===== src/rtl/demux1to4_buf.sv =====
// demux1to4_buf
// Registered 1-to-4 demultiplexer with a one-entry output buffer per channel.
// A word offered with a select is steered into the buffer of that channel
// (ch0=a, ch1=b, ch2=c, ch3=d). Each channel has its own valid/ready
// handshake and sustains one word per cycle.
//
// Optional build macro: DEMUX_CNT_EN
//   Adds four saturating CNT_W-bit delivery counters, exported on cnt_flat.
//   When the macro is not defined, the cnt_flat port and counters do not exist.
module demux1to4_buf #(
   parameter int unsigned WIDTH = 8,
   parameter int unsigned CNT_W = 8
) (
   input  logic               clk,
   input  logic               rst_n,
   input  logic               in_valid,
   output logic               in_ready,
   input  logic [1:0]         in_sel,
   input  logic [WIDTH-1:0]   in_data,
   output logic [3:0]         out_valid,
   input  logic [3:0]         out_ready,
   output logic [4*WIDTH-1:0] out_data
`ifdef DEMUX_CNT_EN
   ,
   output logic [4*CNT_W-1:0] cnt_flat
`endif
);

   // Elaboration-time guard on parameter values.
   generate
      if (WIDTH < 1 || CNT_W < 1) begin : g_bad_param
         $error("demux1to4_buf: WIDTH and CNT_W must both be at least 1");
      end
   endgenerate

   typedef enum logic {
      EMPTY = 1'b0,
      FULL  = 1'b1
   } state_t;

   state_t           state     [4];
   state_t           state_nxt [4];
   logic [WIDTH-1:0] buf_q     [4];
   logic [3:0]       load;
   logic [3:0]       drain;

   // Acceptance depends only on the selected channel's buffer and consumer;
   // it is deliberately independent of in_valid.
   always_comb begin
      in_ready = ~out_valid[in_sel] | out_ready[in_sel];
   end

   // Per-channel load/drain strobes.
   always_comb begin
      load  = '0;
      drain = '0;
      for (int unsigned k = 0; k < 4; k++) begin
         drain[k] = out_valid[k] & out_ready[k];
         load[k]  = in_valid & in_ready & (in_sel == 2'(k));
      end
   end

   // Per-channel next-state: load fills, drain without load empties.
   always_comb begin
      for (int unsigned k = 0; k < 4; k++) begin
         state_nxt[k] = state[k];
         unique case (state[k])
            EMPTY: if (load[k])                state_nxt[k] = FULL;
            FULL:  if (drain[k] && !load[k])   state_nxt[k] = EMPTY;
            default:                           state_nxt[k] = EMPTY;
         endcase
      end
   end

   // Channel state registers; reset discards any buffered word.
   always_ff @(posedge clk or negedge rst_n) begin
      if (!rst_n) begin
         for (int unsigned k = 0; k < 4; k++) begin
            state[k] <= EMPTY;
         end
      end else begin
         for (int unsigned k = 0; k < 4; k++) begin
            state[k] <= state_nxt[k];
         end
      end
   end

   // Data buffers: capture only on load, otherwise hold (drain does not clear).
   always_ff @(posedge clk or negedge rst_n) begin
      if (!rst_n) begin
         for (int unsigned k = 0; k < 4; k++) begin
            buf_q[k] <= '0;
         end
      end else begin
         for (int unsigned k = 0; k < 4; k++) begin
            if (load[k]) begin
               buf_q[k] <= in_data;
            end
         end
      end
   end

   // Flatten registered channel state onto the output ports.
   always_comb begin
      out_valid = '0;
      out_data  = '0;
      for (int unsigned k = 0; k < 4; k++) begin
         out_valid[k]               = (state[k] == FULL);
         out_data[k*WIDTH +: WIDTH] = buf_q[k];
      end
   end

`ifdef DEMUX_CNT_EN
   logic [CNT_W-1:0] cnt_q [4];

   // Delivery counters: count drains, stick at all-ones instead of wrapping.
   always_ff @(posedge clk or negedge rst_n) begin
      if (!rst_n) begin
         for (int unsigned k = 0; k < 4; k++) begin
            cnt_q[k] <= '0;
         end
      end else begin
         for (int unsigned k = 0; k < 4; k++) begin
            if (drain[k] && (cnt_q[k] != '1)) begin
               cnt_q[k] <= cnt_q[k] + 1'b1;
            end
         end
      end
   end

   // Export counters, channel k at [k*CNT_W +: CNT_W].
   always_comb begin
      cnt_flat = '0;
      for (int unsigned k = 0; k < 4; k++) begin
         cnt_flat[k*CNT_W +: CNT_W] = cnt_q[k];
      end
   end
`endif

endmodule


===== config.mk =====
export PLATFORM = sky130hd
export DESIGN_NAME = demux1to4_buf
export DESIGN_NICKNAME = d
export VERILOG_FILES = /design/src/rtl/demux1to4_buf.sv
export SDC_FILE = /design/constraint.sdc
export NUM_CORES = 1
export LEC_CHECK = 0
export ABC_AREA = 1
export ABC_CLOCK_PERIOD_IN_PS = 1600
export CAP_MARGIN = 20
export CORE_MARGIN = 2
export CORE_UTILIZATION = 41
export DETAILED_ROUTE_END_ITERATION = 16
export MAX_ROUTING_LAYER = met4
export PLACE_DENSITY = 0.75
export SLEW_MARGIN = 20
export SYNTH_ARGS = -nofsm -noshare
export SYNTH_HDL_FRONTEND = slang
export SYNTH_SLANG_ARGS = --single-unit

===== constraint.sdc =====
create_clock -name clk -period 1.6 [get_ports clk]
set_input_delay 0.48 -clock clk [delete_from_list [all_inputs] [get_ports clk]]
set_output_delay 0.48 -clock clk [all_outputs]
set_load 0.1 [all_outputs]

### Port wiring, run 1

Drawn at 6 px/um.
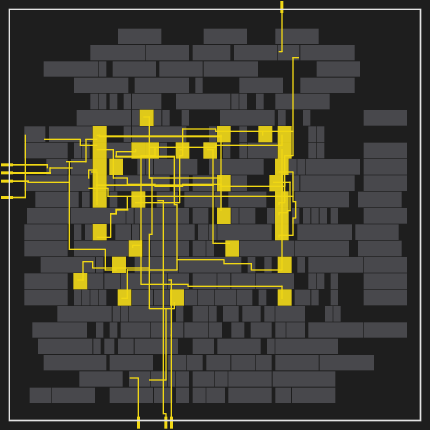
colour	port	bits	direction	edge	end cells	buffers	wire
yellow	in_data	8	input	4 west, 3 south, 1 north	32	8	666 um

### Congestion heat map, run 1

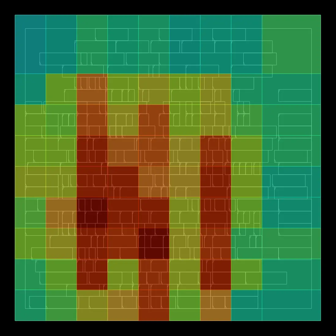
GR Util met2: 0.370
average wire per standard cell: 16.0 um

==> impl_metrics.tcl, run 1 <==
# collected from the flow reports
set metrics [dict create \
    outcome "finished with violations" \
    violations "negative setup slack" \
    synth.most_common_cell "nand2_1" \
    fp_util 0.424 \
    portBuffers 53 \
    rsz0062_at_grt "yes" \
    cp.required_ns 1.12 \
    via_per_inst 5.34 \
    avgSynthCellArea_um2 9.58 \
    reg2regPathDepth 10 \
    die_area_um2 4670 \
    cts_max_path_buffers 2 \
    crit_fanout 2 \
    ys_chip_area_um2 1700 \
    area_growth_pct 75.2 \
    cts_max_level 2 \
    track_usage 0.242 \
    fin_area_um2 2970 \
    grt_overflow_total 0 \
    numClockSinks 36 \
    setup_ws_ns -0.219 \
    grt_pass1_wl_um 7810 \
    wl_um 4880 \
    critical_path_arrival_ns 1.34 \
    setup_viol 1 \
    ys.flops 36 \
    grt_antenna_before_repair 0 \
    postSynthCellCount 177 \
    powerDensity_nw_per_um2 1490 \
    holdPathStages 2 \
]
### Metal layers overlaid, run 1

Drawn at 6 px/um.
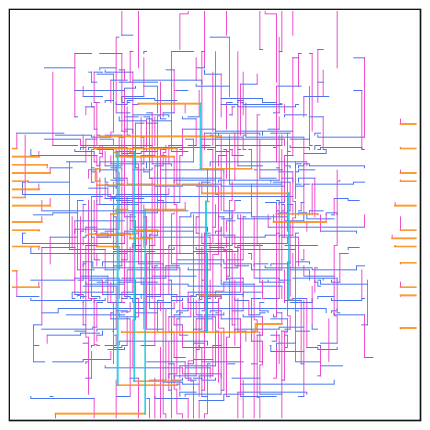
colour	layer	wire length
blue	M1	1960 um
magenta	M2	2460 um
cyan	M4	161 um
orange	M3	295 um

[run 1: cell type report]
class / count / share of cell area
inverters: 7 / 0.0114
well taps: 50 / 0.0211
clock buffers: 8 / 0.0303
flip-flops and latches: 36 / 0.308
repair buffers: 78 / 0.386
multi-input cells: 126 / 0.243
[run 1: through the flow]
step	power (mW)	utilization	setup TNS (ns)	setup slack, ns	hold slack, ns
final	4.44	0.743	-0.219	-0.219	0.522
after global routing	4.60	0.743	-1.30	-0.281	0.544
after CTS	4.43	0.731	-0.195	-0.195	0.519
after detailed placement	3.75	0.692	-21.68	-0.620	0.524
after global placement	3.73	0.692	-18.87	-0.538	0.518
after floorplan	2.74	-	-0.148	-0.148	0.184
[run 1: repair_timing]
item / in CTS / in global routing
resized: 20 / 12
buffers inserted: 6 / 1
endpoints found under the setup margin: 37 / 38
gates cloned: 0 / 1
hold buffers: 0 / 0
pin swaps: 9 / 4
[run 1: report_power, final]
group	switching [mW]	internal, mW	leakage [nW]
clock	0.305	0.351	0.0455
combinational	1.63	0.858	0.937
sequential	0.201	1.09	0.446
total	2.14	2.30	1.43
[run 1: routing by layer]
layer / vias to the layer above / routed length, um / global-route usage
li1: 757 / - / -
met5: - / 0 / -
met3: 12 / 294 / 0.0543
met4: 0 / 161 / 0.100
met2: 68 / 2460 / 0.370
met1: 793 / 1960 / 0.310
[run 1: worst max-delay path, cell delays in order, from the launching register on]
cell	delay (ns)
dfrtp_4	0.49
nand2_1	0.09
nand2_1	0.06
nand2_2	0.10
nand2_4	0.08
nand2_8	0.07
buf_12	0.16
[run 1: registers in the layout, indices dropped and copies added (netlist names)]
name and flops:
out_data 32, out_valid 4
[run 1: how the worst max path moves through the flow]
stage,to,cells past startpoint,slack [ns],from
after global routing,in_ready,6,-0.28,out_valid[2]$_DFF_PN0_
after detailed placement,out_data[28]$_DFFE_PN0P_,12,-0.62,in_sel[0]
final,in_ready,6,-0.22,out_valid[2]$_DFF_PN0_
after global placement,out_data[29]$_DFFE_PN0P_,12,-0.54,in_sel[0]
after floorplan,in_ready,7,-0.15,in_sel[1]
after CTS,in_ready,6,-0.20,out_valid[0]$_DFF_PN0_
[run 1: cell families (layout without fill, tap and decap cells)]
kind of cell	Yosys count	after routing	share of synthesized area
and+or+nand+nor	121	122	0.388
DFF	36	36	0.531
AOI/OAI and AO/OA	4	4	0.0118
buffers and inverters	16	93	0.0686
[run 1: layout by cell type, fill, tap and decap left out, types with 2 or more instances in the layout]
master           count
nand2_1             68
nand4_1             32
nor2_4               2
clkbuf_1             2
buf_12              41
dfrtp_4              4
inv_1                4
nand3_4              4
dlygate4sd2_1        4
clkdlybuf4s50_1     10
clkbuf_8             6
nand2_2              7
buf_4               18
buf_6                3
o21ai_1              4
nand3_2              4
dfrtp_1             32
nand2_4              2
--- run 2 (diff from run 1) ---
Settings changed: SETUP_SLACK_MARGIN from default to 0.2.
### Metal layers overlaid, run 2

Drawn at 6 px/um.
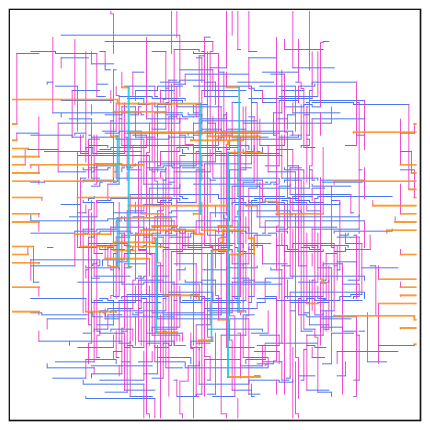
colour	layer	wire length
blue	M1	2330 um
cyan	M4	169 um
orange	M3	423 um
magenta	M2	2990 um

### Congestion heat map, run 2

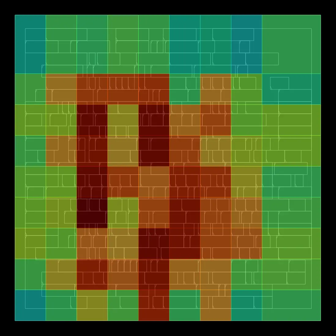
GR Util met2: 0.426
GRT Util Overall: 0.268

### Port wiring, run 2

Drawn at 6 px/um.
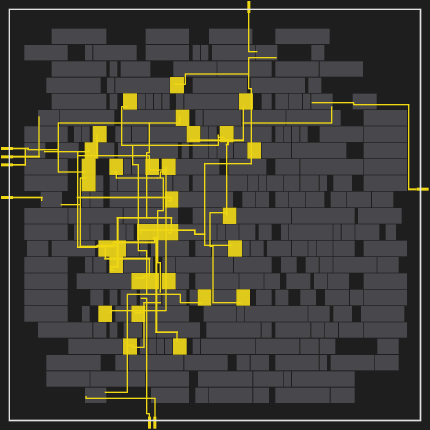
colour	port	bits	direction	edge	end cells	buffers	wire
yellow	in_data	8	input	4 west, 2 south, 1 north, 1 east	32	8	620 um

==> impl_metrics.tcl, run 2 <==
# collected from the flow reports
set metrics [dict create \
    outcome "finished with violations" \
    violations "negative setup slack" \
    busiest_layer "met2" \
    setup_viol 37 \
    cp.required_ns 1.12 \
    met3_usage 0.0477 \
    crit_fanout 2 \
    fin_area_um2 3300 \
    grt_pass1_wl_um 8620 \
    p_sw_mw 2.31 \
    fin_util 0.825 \
    setup_ws_ns -0.187 \
    ys.flops 36 \
    use_met1 0.335 \
    grt_antenna_before_repair 0 \
    powerDensity_nw_per_um2 1420 \
    area_growth_pct 94.5 \
    avgSynthCellArea_um2 9.58 \
    reg2regPathDepth 12 \
    portBuffers 53 \
    wl_um 5910 \
    cts_max_level 2 \
    ys_chip_area_um2 1700 \
    rsz0062_at_grt "yes" \
    postSynthCellCount 177 \
    lay_top_cells "nand2_1, buf_12, nand4_1" \
    fp_util 0.424 \
    holdPathStages 2 \
    pwr-share-comb 0.577 \
    largest_reg_flops 32 \
    timing.hold.ws_ns 0.529 \
    grt_overflow_total 0 \
    fin_tns_setup_ns -2.47 \
    internal_power_mw 2.37 \
    holdBufCountCts 0 \
]
==> run 2: cell counts after synthesis <==
Identical to the previous run, type by type.
==> run 2: power by group through the flow <==
stage	combinational, mW	clock (mW)	sequential (mW)
floorplan	0.288	0	2.46
global placement	2.43	0	1.30
detailed placement	2.46	0	1.31
CTS	2.55	0.663	1.29
global route	2.79	0.720	1.33
finish	2.70	0.668	1.31
==> run 2: critical path, stage by stage, from the launching register on <==
cell     delay [ns]
dfrtp_4        0.50
nand2_4        0.07
nand2_2        0.05
nand2_2        0.07
nand2_4        0.07
nand2_8        0.07
buf_12         0.17
==> run 2: worst max-delay path by stage <==
stage / startpoint / cells past startpoint / endpoint / slack [ns]
5_1_grt: out_valid[0]$_DFF_PN0_ / 6 / in_ready / -0.22
4_1_cts: out_valid[2]$_DFF_PN0_ / 6 / in_ready / -0.18
2_1_floorplan: in_sel[1] / 7 / in_ready / -0.14
3_3_place_gp: in_sel[1] / 8 / in_ready / -0.56
6_report: out_valid[0]$_DFF_PN0_ / 6 / in_ready / -0.19
3_5_place_dp: in_sel[0] / 12 / out_data[8]$_DFFE_PN0P_ / -0.62
==> run 2: what timing repair did <==
action	CTS	global route
resized	25	49
endpoints found under the setup margin	43	58
cloned	6	0
pin swaps	9	14
setup buffers	8	10
==> run 2: metal layers <==
metal  share of wire  wire [um]
met1            0.39       2330
met2            0.51       2990
met5               0          0
met4           0.029        169
met3           0.072        423
==> run 2: cell families after synthesis <==
logic type | synth area share
flip-flops | 0.531
AND/OR/NAND/NOR | 0.388
AND-OR/OR-AND | 0.0118
buffers and inverters | 0.0686
==> run 2: cell type report <==
type / count / area share
Timing Repair Buffer: 94 / 0.403
Sequential cell: 36 / 0.278
Multi-Input combinational cell: 129 / 0.262
Clock buffer: 5 / 0.0209
Tap cell: 50 / 0.0190
Inverter: 7 / 0.0118
Clock inverter: 3 / 0.00569
Power figures rest on the tool's default switching activity, not on a simulated workload.
